===== src/rtl/hazard_ctrl.sv =====
// hazard_ctrl: stall/flush/redirect control for the 5-stage RV32I pipeline.
// Handles load-use hazards, EX-resolved mispredicts, data-memory freeze,
// a memory-wait watchdog and two performance counters.
module hazard_ctrl #(
   parameter int MAX_WAIT = 16,
   parameter int CNT_W    = 32
) (
   input  logic             clk,
   input  logic             reset,
   input  logic [4:0]       rs1D,
   input  logic [4:0]       rs2D,
   input  logic             useRs1D,
   input  logic             useRs2D,
   input  logic             MemReadE,
   input  logic [4:0]       rdE,
   input  logic             BranchE,
   input  logic             takenE,
   input  logic [31:0]      targetE,
   input  logic [31:0]      pcE,
   input  logic             pred_takenE,
   input  logic [31:0]      pred_targetE,
   input  logic             mem_wait,
   output logic             stallF,
   output logic             stallD,
   output logic             stallE,
   output logic             stallM,
   output logic             flushD,
   output logic             flushE,
   output logic             redirect,
   output logic [31:0]      redirect_pc,
   output logic             timeout_err,
   output logic [CNT_W-1:0] stall_cycles,
   output logic [CNT_W-1:0] mispredicts
);

   localparam int WAIT_W = $clog2(MAX_WAIT + 1);

   typedef enum logic [1:0] {
      RUN,
      FREEZE,
      TIMEOUT
   } state_t;

   state_t              state_q, state_d;
   logic [WAIT_W-1:0]   waitCnt_q, waitCnt_d;
   logic                timeoutErr_q, timeoutErr_d;
   logic [CNT_W-1:0]    stallCycles_q;
   logic [CNT_W-1:0]    mispredicts_q;

   logic                loadUse;
   logic                mispred;
   logic [31:0]         fixPc;
   logic                evalHazards;
   logic                anyStall;

   // Hazard detection terms and the corrected PC for a mispredicted branch
   always_comb begin
      loadUse = MemReadE && (rdE != 5'd0) &&
                ((useRs1D && (rs1D == rdE)) || (useRs2D && (rs2D == rdE)));
      mispred = BranchE && ((takenE != pred_takenE) ||
                            (takenE && (targetE != pred_targetE)));
      fixPc   = takenE ? targetE : (pcE + 32'd4);
   end

   // Next-state logic and pipeline controls; memory freeze beats mispredict beats load-use
   always_comb begin
      stallF       = 1'b0;
      stallD       = 1'b0;
      stallE       = 1'b0;
      stallM       = 1'b0;
      flushD       = 1'b0;
      flushE       = 1'b0;
      redirect     = 1'b0;
      redirect_pc  = 32'd0;
      evalHazards  = 1'b0;
      state_d      = state_q;
      waitCnt_d    = waitCnt_q;
      timeoutErr_d = timeoutErr_q;

      if (!reset) begin
         case (state_q)
            RUN: begin
               if (mem_wait) begin
                  stallF    = 1'b1;
                  stallD    = 1'b1;
                  stallE    = 1'b1;
                  stallM    = 1'b1;
                  state_d   = FREEZE;
                  waitCnt_d = WAIT_W'(1);
               end else begin
                  evalHazards = 1'b1;
               end
            end
            FREEZE: begin
               if (mem_wait) begin
                  stallF    = 1'b1;
                  stallD    = 1'b1;
                  stallE    = 1'b1;
                  stallM    = 1'b1;
                  waitCnt_d = waitCnt_q + WAIT_W'(1);
                  if (waitCnt_q == WAIT_W'(MAX_WAIT - 1)) begin
                     state_d      = TIMEOUT;
                     timeoutErr_d = 1'b1;
                  end
               end else begin
                  state_d     = RUN;
                  waitCnt_d   = '0;
                  evalHazards = 1'b1;
               end
            end
            TIMEOUT: begin
               stallF       = 1'b1;
               stallD       = 1'b1;
               stallE       = 1'b1;
               stallM       = 1'b1;
               timeoutErr_d = 1'b1;
            end
            default: begin
               state_d = RUN;
            end
         endcase

         if (evalHazards) begin
            if (mispred) begin
               redirect    = 1'b1;
               redirect_pc = fixPc;
               flushD      = 1'b1;
               flushE      = 1'b1;
            end else if (loadUse) begin
               stallF = 1'b1;
               stallD = 1'b1;
               flushE = 1'b1;
            end
         end
      end
   end

   assign anyStall = stallF | stallD | stallE | stallM;

   // State, watchdog and performance counter registers
   always_ff @(posedge clk) begin
      if (reset) begin
         state_q       <= RUN;
         waitCnt_q     <= '0;
         timeoutErr_q  <= 1'b0;
         stallCycles_q <= '0;
         mispredicts_q <= '0;
      end else begin
         state_q      <= state_d;
         waitCnt_q    <= waitCnt_d;
         timeoutErr_q <= timeoutErr_d;
         if (anyStall) begin
            stallCycles_q <= stallCycles_q + CNT_W'(1);
         end
         if (redirect) begin
            mispredicts_q <= mispredicts_q + CNT_W'(1);
         end
      end
   end

   assign timeout_err  = timeoutErr_q;
   assign stall_cycles = stallCycles_q;
   assign mispredicts  = mispredicts_q;

endmodule


===== config.mk =====
export PLATFORM = sky130hd
export DESIGN_NAME = hazard_ctrl
export DESIGN_NICKNAME = d
export VERILOG_FILES = /design/src/rtl/hazard_ctrl.sv
export SDC_FILE = /design/constraint.sdc
export NUM_CORES = 1
export LEC_CHECK = 0
export ABC_AREA = 1
export CELL_PAD_IN_SITES_DETAIL_PLACEMENT = 1
export CELL_PAD_IN_SITES_GLOBAL_PLACEMENT = 1
export CORE_ASPECT_RATIO = 0.7
export CORE_MARGIN = 2
export CORE_UTILIZATION = 40
export DETAILED_ROUTE_END_ITERATION = 8
export DONT_BUFFER_PORTS = 1
export PLACE_DENSITY = 0.75
export SYNTH_ARGS = -nofsm -noshare
export SYNTH_HDL_FRONTEND = slang
export SYNTH_SLANG_ARGS = --single-unit

===== constraint.sdc =====
create_clock -name clk -period 3.8 [get_ports clk]
set_input_delay 1.14 -clock clk [delete_from_list [all_inputs] [get_ports clk]]
set_output_delay 1.14 -clock clk [all_outputs]
set_load 0.05 [all_outputs]

==> qor.csv <==
metric,value,unit
wl_met1,10.11,mm
post-route-period-util,102.7,%
sh_seq_area,19.12,%
cts.path.max_buffers,2,
regArea,1441,um^2
status,finished with violations,
rsz0062_at_grt,yes,
violations,negative setup slack,
cp-start-kind,input pin,
power,1.866,mW
cts_setup_buffers,5,
maxUsedRoutingLayer,met4,
nClkBuffers,12,
lay_top_count,nand2_1,
area_growth,25.50,%
critPathBufInv,2,
cts-root-buf,clkbuf_16,
cts_buffers,9,
design_area,7537,um^2
yosysWarnings,0,
route.met3.wl,1.626,mm
setup_viol,11,
worstPathArrival,2.76,ns
place_ws,-0.1489,ns
use_met2,42.92,%
top_usage_layer,met2,
synthAdderAreaFrac,1.042,%
nonClkBufAreaFrac,10.66,%
reg2reg_slack,1.25,ns
drt_iter0_markers,251,
comb-cell-share,57.29,%
setup_slack,-0.1019,ns
grt_pass1_vias,6682,
antenna_found_initial,0,
tns,-0.4412,ns
grt_max_degree,55,
cp.depth,14,
fmax,256.3,MHz
cts_tree,done,
overflow,0,
syn_nets,1131,
finalHoldViolCount,0,
initCoreUtil,40.92,%
drv_slew,0,
where the power goes:
part	total (mW)	switching [mW]	internal [mW]
Clock	0.768	0.303	0.465
Combinational	0.319	0.202	0.117
Sequential	0.779	0.0188	0.760
Total	1.87	0.524	1.34
synth_stat cells, types with 4 or more instances:
cell	instances	share of area, %
nor2_2	4	0.42
inv_1	112	7.0
buf_2	10	0.83
a31oi_1	4	0.42
a21oi_1	69	5.7
nor3_1	28	2.3
nor2_1	142	8.9
nand2_1	288	18
a211oi_1	9	1.1
clkbuf_1	14	0.87
nor4_1	14	1.5
buf_4	6	0.75
ha_1	5	1.0
nor2_4	10	1.9
nand4_1	18	1.9
o21ai_0	35	2.9
nand3_1	48	4.0
nor3_2	9	1.5
dfxtp_1	72	24
xor2_1	39	5.7
xnor2_1	24	3.5
nand2_2	11	1.1
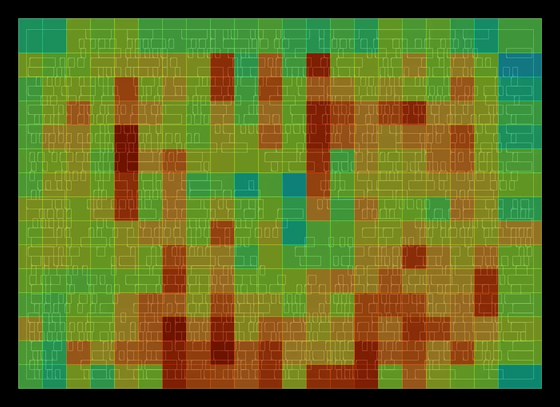
(congestion heat map)
Routed wire per std cell: 17.67 um
total track usage: 26.27%
global routing usage on met1: 35.00%
Final Util: 51.36%

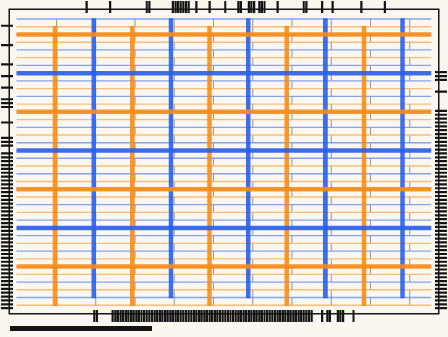
(supply network)
The bar under the picture is 50 um long. Pins as bars on the die edge. Tap cells in grey.
| net | colour |
|---|---|
| VDD | blue |
| VSS | orange |
met4 straps: 10
met1 rails: 38
signal pins: 224
met5 straps: 7
tap cells: 195
peak supply drop: 0.2129 mV
die width: 150.5 um
core area: 14680 um^2
Die Ht: 106.5 um

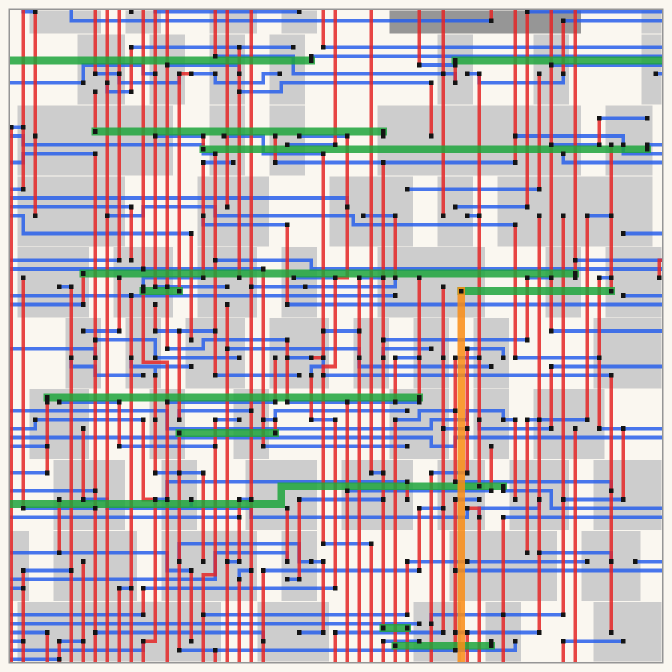
(layout detail)
Window x 100 to 125, y 14 to 39 um. Cells in grey, sequential cells in the stronger grey; small squares are vias.
| layer | colour |
|---|---|
| M1 | blue |
| M2 | red |
| M4 | orange |
| M3 | green |
most frequent: nand2_1 (12), nor2_1 (6), buf_4 (6)
cells with their middle in the window: 55
sequential cells in the window: 0

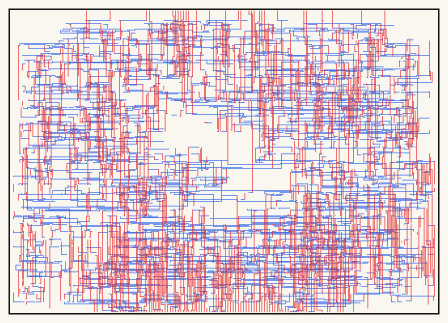
(signal wires by layer)
Two of the layers only.
| layer | colour | wire length |
|---|---|---|
| M1 | blue | 10100 um |
| M2 | red | 10200 um |
Via Count: 6761
DRT Wirelength: 22.30 mm

Power figures rest on the tool's default switching activity, not on a simulated workload.
